==> images/layers.png <==
The bar under the picture is 100 microns long.
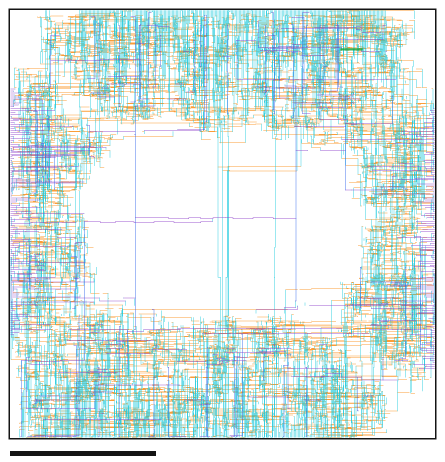
==> images/clock_nets.png <==
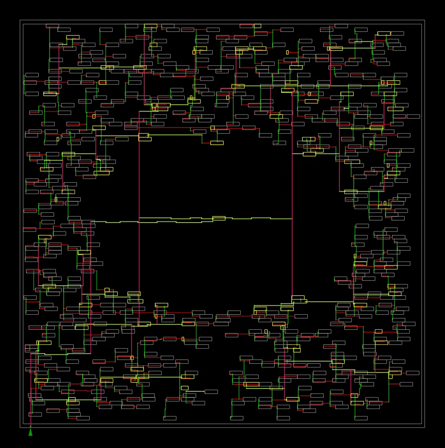
<file path="src/rtl/burst_pkg.sv">
// Shared types, default widths and address helper for the burst adapter slice.
package burst_pkg;

    typedef enum logic [2:0] {
        IDLE,
        WR_BURST,
        RD_REQ,
        RD_DATA,
        RESP
    } burst_state_t;

    localparam int DEFAULT_LINE_WIDTH = 256;
    localparam int DEFAULT_BEAT_WIDTH = 64;
    localparam int DEFAULT_ADDR_WIDTH = 32;

    // Clears the byte-offset bits so the address points at the start of a line.
    function automatic logic [63:0] line_align(input logic [63:0] addr, input int unsigned offs);
        return addr & ~((64'd1 << offs) - 64'd1);
    endfunction

endpackage

</file>
<file path="src/rtl/line_assembler.sv">
// Beat-indexed line register bank: whole-line load for writes, per-beat fill for reads.
module line_assembler
    import burst_pkg::*;
#(
    parameter int LINE_WIDTH = DEFAULT_LINE_WIDTH,
    parameter int BEAT_WIDTH = DEFAULT_BEAT_WIDTH,
    localparam int BEATS = LINE_WIDTH / BEAT_WIDTH,
    localparam int IDX_W = $clog2(BEATS)
) (
    input  logic                  clk,
    input  logic                  rst,
    input  logic                  load,
    input  logic [LINE_WIDTH-1:0] line_in,
    input  logic                  beat_we,
    input  logic [IDX_W-1:0]      beat_idx,
    input  logic [BEAT_WIDTH-1:0] beat_in,
    input  logic [IDX_W-1:0]      sel_idx,
    output logic [BEAT_WIDTH-1:0] beat_out,
    output logic [LINE_WIDTH-1:0] fill_line
);

    logic [BEAT_WIDTH-1:0] bank [BEATS];

    always_ff @(posedge clk or posedge rst) begin
        if (rst) begin
            for (int i = 0; i < BEATS; i++) bank[i] <= '0;
        end else if (load) begin
            for (int i = 0; i < BEATS; i++) bank[i] <= line_in[i*BEAT_WIDTH +: BEAT_WIDTH];
        end else if (beat_we) begin
            bank[beat_idx] <= beat_in;
        end
    end

    assign beat_out = bank[sel_idx];

    // The completing beat bypasses the bank so the line is ready in the same edge.
    always_comb begin
        fill_line = '0;
        for (int i = 0; i < BEATS - 1; i++) fill_line[i*BEAT_WIDTH +: BEAT_WIDTH] = bank[i];
        fill_line[(BEATS-1)*BEAT_WIDTH +: BEAT_WIDTH] = beat_in;
    end

endmodule

</file>
<file path="src/rtl/burst_adapter.sv">
// Bridge between the cache-line dfp port and the beat-serial bmem burst port.
module burst_adapter
    import burst_pkg::*;
#(
    parameter int LINE_WIDTH = DEFAULT_LINE_WIDTH,
    parameter int BEAT_WIDTH = DEFAULT_BEAT_WIDTH,
    parameter int ADDR_WIDTH = DEFAULT_ADDR_WIDTH
) (
    input  logic                  clk,
    input  logic                  rst,
    input  logic [ADDR_WIDTH-1:0] dfp_addr,
    input  logic                  dfp_read,
    input  logic                  dfp_write,
    input  logic [LINE_WIDTH-1:0] dfp_wdata,
    output logic [LINE_WIDTH-1:0] dfp_rdata,
    output logic                  dfp_resp,
    output logic [ADDR_WIDTH-1:0] bmem_addr,
    output logic                  bmem_read,
    output logic                  bmem_write,
    output logic [BEAT_WIDTH-1:0] bmem_wdata,
    input  logic                  bmem_ready,
    input  logic [ADDR_WIDTH-1:0] bmem_raddr,
    input  logic [BEAT_WIDTH-1:0] bmem_rdata,
    input  logic                  bmem_rvalid
);

    localparam int BEATS = LINE_WIDTH / BEAT_WIDTH;
    localparam int CNT_W = $clog2(BEATS);
    localparam int OFFS  = $clog2(LINE_WIDTH / 8);
    localparam logic [CNT_W-1:0] LAST = CNT_W'(BEATS - 1);

    burst_state_t state, state_next;
    logic [CNT_W-1:0]      count;
    logic [ADDR_WIDTH-1:0] addr_q;
    logic [ADDR_WIDTH-1:0] aligned_addr;
    logic [BEAT_WIDTH-1:0] wr_beat;
    logic [LINE_WIDTH-1:0] fill_line;
    logic                  rd_capture;
    logic                  last_beat;

    assign aligned_addr = ADDR_WIDTH'(line_align(64'(dfp_addr), OFFS));
    assign last_beat    = (count == LAST);

    // A beat also counts in the cycle the read request is accepted.
    assign rd_capture = bmem_rvalid && (bmem_raddr == addr_q) &&
                        ((state == RD_DATA) || (state == RD_REQ && bmem_ready));

    line_assembler #(
        .LINE_WIDTH(LINE_WIDTH),
        .BEAT_WIDTH(BEAT_WIDTH)
    ) u_line (
        .clk      (clk),
        .rst      (rst),
        .load     (state == IDLE && dfp_write),
        .line_in  (dfp_wdata),
        .beat_we  (rd_capture),
        .beat_idx (count),
        .beat_in  (bmem_rdata),
        .sel_idx  (count),
        .beat_out (wr_beat),
        .fill_line(fill_line)
    );

    always_ff @(posedge clk or posedge rst) begin
        if (rst) state <= IDLE;
        else     state <= state_next;
    end

    always_comb begin
        state_next = state;
        case (state)
            IDLE: begin
                if (dfp_write)     state_next = WR_BURST;
                else if (dfp_read) state_next = RD_REQ;
            end
            WR_BURST: if (bmem_ready && last_beat) state_next = RESP;
            RD_REQ:   if (bmem_ready) state_next = RD_DATA;
            RD_DATA:  if (rd_capture && last_beat) state_next = RESP;
            RESP:     state_next = IDLE;
            default:  state_next = IDLE;
        endcase
    end

    // Beat counter, latched line address and the completed read line.
    always_ff @(posedge clk or posedge rst) begin
        if (rst) begin
            count     <= '0;
            addr_q    <= '0;
            dfp_rdata <= '0;
        end else begin
            case (state)
                IDLE:     count <= '0;
                WR_BURST: if (bmem_ready) count <= count + CNT_W'(1);
                RD_REQ, RD_DATA: if (rd_capture) count <= count + CNT_W'(1);
                default:  count <= '0;
            endcase
            if (state == IDLE && (dfp_write || dfp_read)) addr_q <= aligned_addr;
            if (state == RD_DATA && rd_capture && last_beat) dfp_rdata <= fill_line;
        end
    end

    always_comb begin
        bmem_read  = 1'b0;
        bmem_write = 1'b0;
        bmem_wdata = '0;
        bmem_addr  = '0;
        dfp_resp   = 1'b0;
        case (state)
            WR_BURST: begin
                bmem_write = 1'b1;
                bmem_wdata = wr_beat;
                bmem_addr  = addr_q;
            end
            RD_REQ: begin
                bmem_read = 1'b1;
                bmem_addr = addr_q;
            end
            RESP:    dfp_resp = 1'b1;
            default: ;
        endcase
    end

endmodule

</file>
<file path="config.mk">
export PLATFORM = sky130hd
export DESIGN_NAME = burst_adapter
export DESIGN_NICKNAME = d
export VERILOG_FILES = /design/src/rtl/burst_pkg.sv /design/src/rtl/line_assembler.sv /design/src/rtl/burst_adapter.sv
export SDC_FILE = /design/constraint.sdc
export NUM_CORES = 1
export LEC_CHECK = 0
export CAP_MARGIN = 20
export CORE_AREA = 2 2 290 292
export DETAILED_ROUTE_END_ITERATION = 8
export DIE_AREA = 0 0 292 294
export HOLD_SLACK_MARGIN = 0.08
export SLEW_MARGIN = 10
export SYNTH_ARGS = -nofsm -noshare
export SYNTH_HDL_FRONTEND = slang
export SYNTH_SLANG_ARGS = --single-unit
export TNS_END_PERCENT = 5
</file>
<file path="constraint.sdc">
create_clock -name clk -period 16.5 [get_ports clk]
set_clock_uncertainty 0.2 [all_clocks]
set_input_delay 2.475 -clock clk [delete_from_list [all_inputs] [get_ports clk]]
set_output_delay 2.475 -clock clk [all_outputs]
set_load 0.05 [all_outputs]
</file>
==> Changelog: implementation <==
### Implementation results

- Outcome: finished, final reports clean
- Max frequency: 0.1495 GHz
- Final Hold Viols: 0
- Drt drc: 0
- Crit path largest cell delay: 0.98 ns
- Register Area: 13620 sq um
- Buffers & Inverters on Critical Path: 2
- Clock power frac: 28.8%
- Clk pin slew, worst setup/hold paths: 0.05 ns
- Tmin final: 6.687 ns
- Hold_ws: 0.2823 ns
- Setup TNS: 0 ns
- CP max-delay cell: dfrtp_4
- Switching Power: 1.795 mW
- Crit-path cells: buf_4 -> mux4_2 -> and2_1 -> clkdlybuf4s50_1
- Reg2reg end: dfp_rdata[169]
- Seq power: 1.98 mW
- Crit path DRT: 13.82 ns
- Share of total power in combinational logic: 32.3%
- Placed Area: 32940 sq um
- Total of max-cap violations: 0
- Grt ovf: 0
- Cell Int Power: 3.285 mW
- Start of the worst register-to-register path: count[0]
- Hold path depth: 1
- Leak: 15.17 nW
- First-pass GRT wire length: 133.6 mm
- Critical Path Fanout Max: 38
- Late-Pin Clk Latency: 0.61 ns
- Total Power: 5.080 mW
- Fin nets: 3149
- Cells after synthesis: 2103
- Core Box Area: 82890 sq um
- Synthesis area per yosys: 24790 sq um
- Most frequent cell after synthesis: dfrtp_1
- Pre-Repair DR Iteration Count: 5
- Crit end category: primary output
- Slew HR: 24.54%
- Largest delay contributor family on the critical path: buffers and inverters
- Placed insts: 3766
- Final HPWL from detailed placement: 62.12 mm
- Slew Limit Fails: 0
- Setup WS pre-CTS: 9.887 ns
- Die Area: 85850 sq um
- Final ANT Viol Nets: 0
- Share of layout cells above drive strength 1: 8.890%
- Leading area contributor after synthesis: dfrtp_1
- Setup violators final: 0
- Chip width: 292 microns
- Antenna violations before repair: 11
- Hold EP: dfp_rdata[37]
- Gpl congestion: 0.8801
- Fp util: 29.91%
- Worst setup path start: count[0]
- Synth Seq Share: 54.91%
- Tool warnings: 42
- Sequential power share: 38.9%
- Hold/Removal Path Class: flop to flop
- P_comb: 1.64 mW
- Yosys Instances: 2103
- I/O Pins: 745
- Crit path kind: flop to primary output
- Comb area: 10320 sq um
- Highest-power group: sequential cells
- Worst Hold Launch: dfp_rdata[37]
- Count of non-filler cells in the finished layout: 3889
- Die Y: 294 microns
- Final WS setup: 9.813 ns
- VDD IR-drop max: 0.00009820 V
- Crit start category: flop
- # fillers: 7798
- Critical path depth: 4
- Design area: 35150 sq um
- Avg Cell Area, Syn: 11.79 sq um
## Picture notes: layers.png
M1 -> orange  # wire length 35.8 mm
M2 -> cyan  # wire length 44.7 mm
M4 -> blue  # wire length 3440 microns
M3 -> purple  # wire length 6130 microns
M5 -> green  # wire length 13.8 microns
via count: 20050
routed length per instance: 23.18 microns

## Picture notes: clock_nets.png
Sink Count: 544
flop count: 544

metal layers:
layer / share of wire [%] / global-route usage [%]
met5: 0.014 / 0
met4: 3.8 / 9.303
met3: 6.8 / 4.879
met2: 50 / 34.13
met1: 40 / 24.96
cells by family (layout without fill, tap and decap cells):
| group | count (synthesis) | count (layout) | share of synthesized area, % |
|---|---|---|---|
| AOI/OAI and AO/OA | 267 | 267 | 8.030 |
| DFF | 544 | 544 | 54.91 |
| adders and majority gates | 4 | 4 | 0.2019 |
| muxes | 348 | 348 | 18.71 |
| other | 1 | 13 | 0.01513 |
| buffers and inverters | 191 | 885 | 3.603 |
| and+or+nand+nor | 720 | 720 | 13.54 |
| xor gates and xnor gates | 28 | 28 | 0.9892 |
area by class of cell:
class | instances | area share [%]
Sequential cell | 544 | 38.75
Multi-Input combinational cell | 1372 | 29.37
Timing Repair Buffer | 762 | 21.66
Clock buffer | 93 | 5.421
Tap cell | 1080 | 3.844
Clock inverter | 22 | 0.8009
Inverter | 8 | 0.09611
Antenna cell | 8 | 0.05695
sequential cells by signal, indices dropped and copies added, names as in the netlist:
signal,cells
u_line.bank,64
state,3
addr_q,27
count,2
u_line.fill_line,192
dfp_rdata,256
cells in the final DEF, fill, tap and decap left out, types with 5 or more instances in the layout:
master,count
diode_2,8
xnor2_1,28
o211ai_1,256
clkbuf_8,11
a21oi_1,6
nand2_1,327
dfrtp_1,542
inv_1,7
nor2_1,11
mux4_2,64
and2_1,91
clkbuf_16,68
conb_1,5
clkdlybuf4s50_1,734
mux2_1,240
clkinv_2,9
buf_4,23
nand3_1,259
nand4_1,15
mux2_2,43
clkbuf_1,14
Power is estimated from default activity; no workload was simulated.
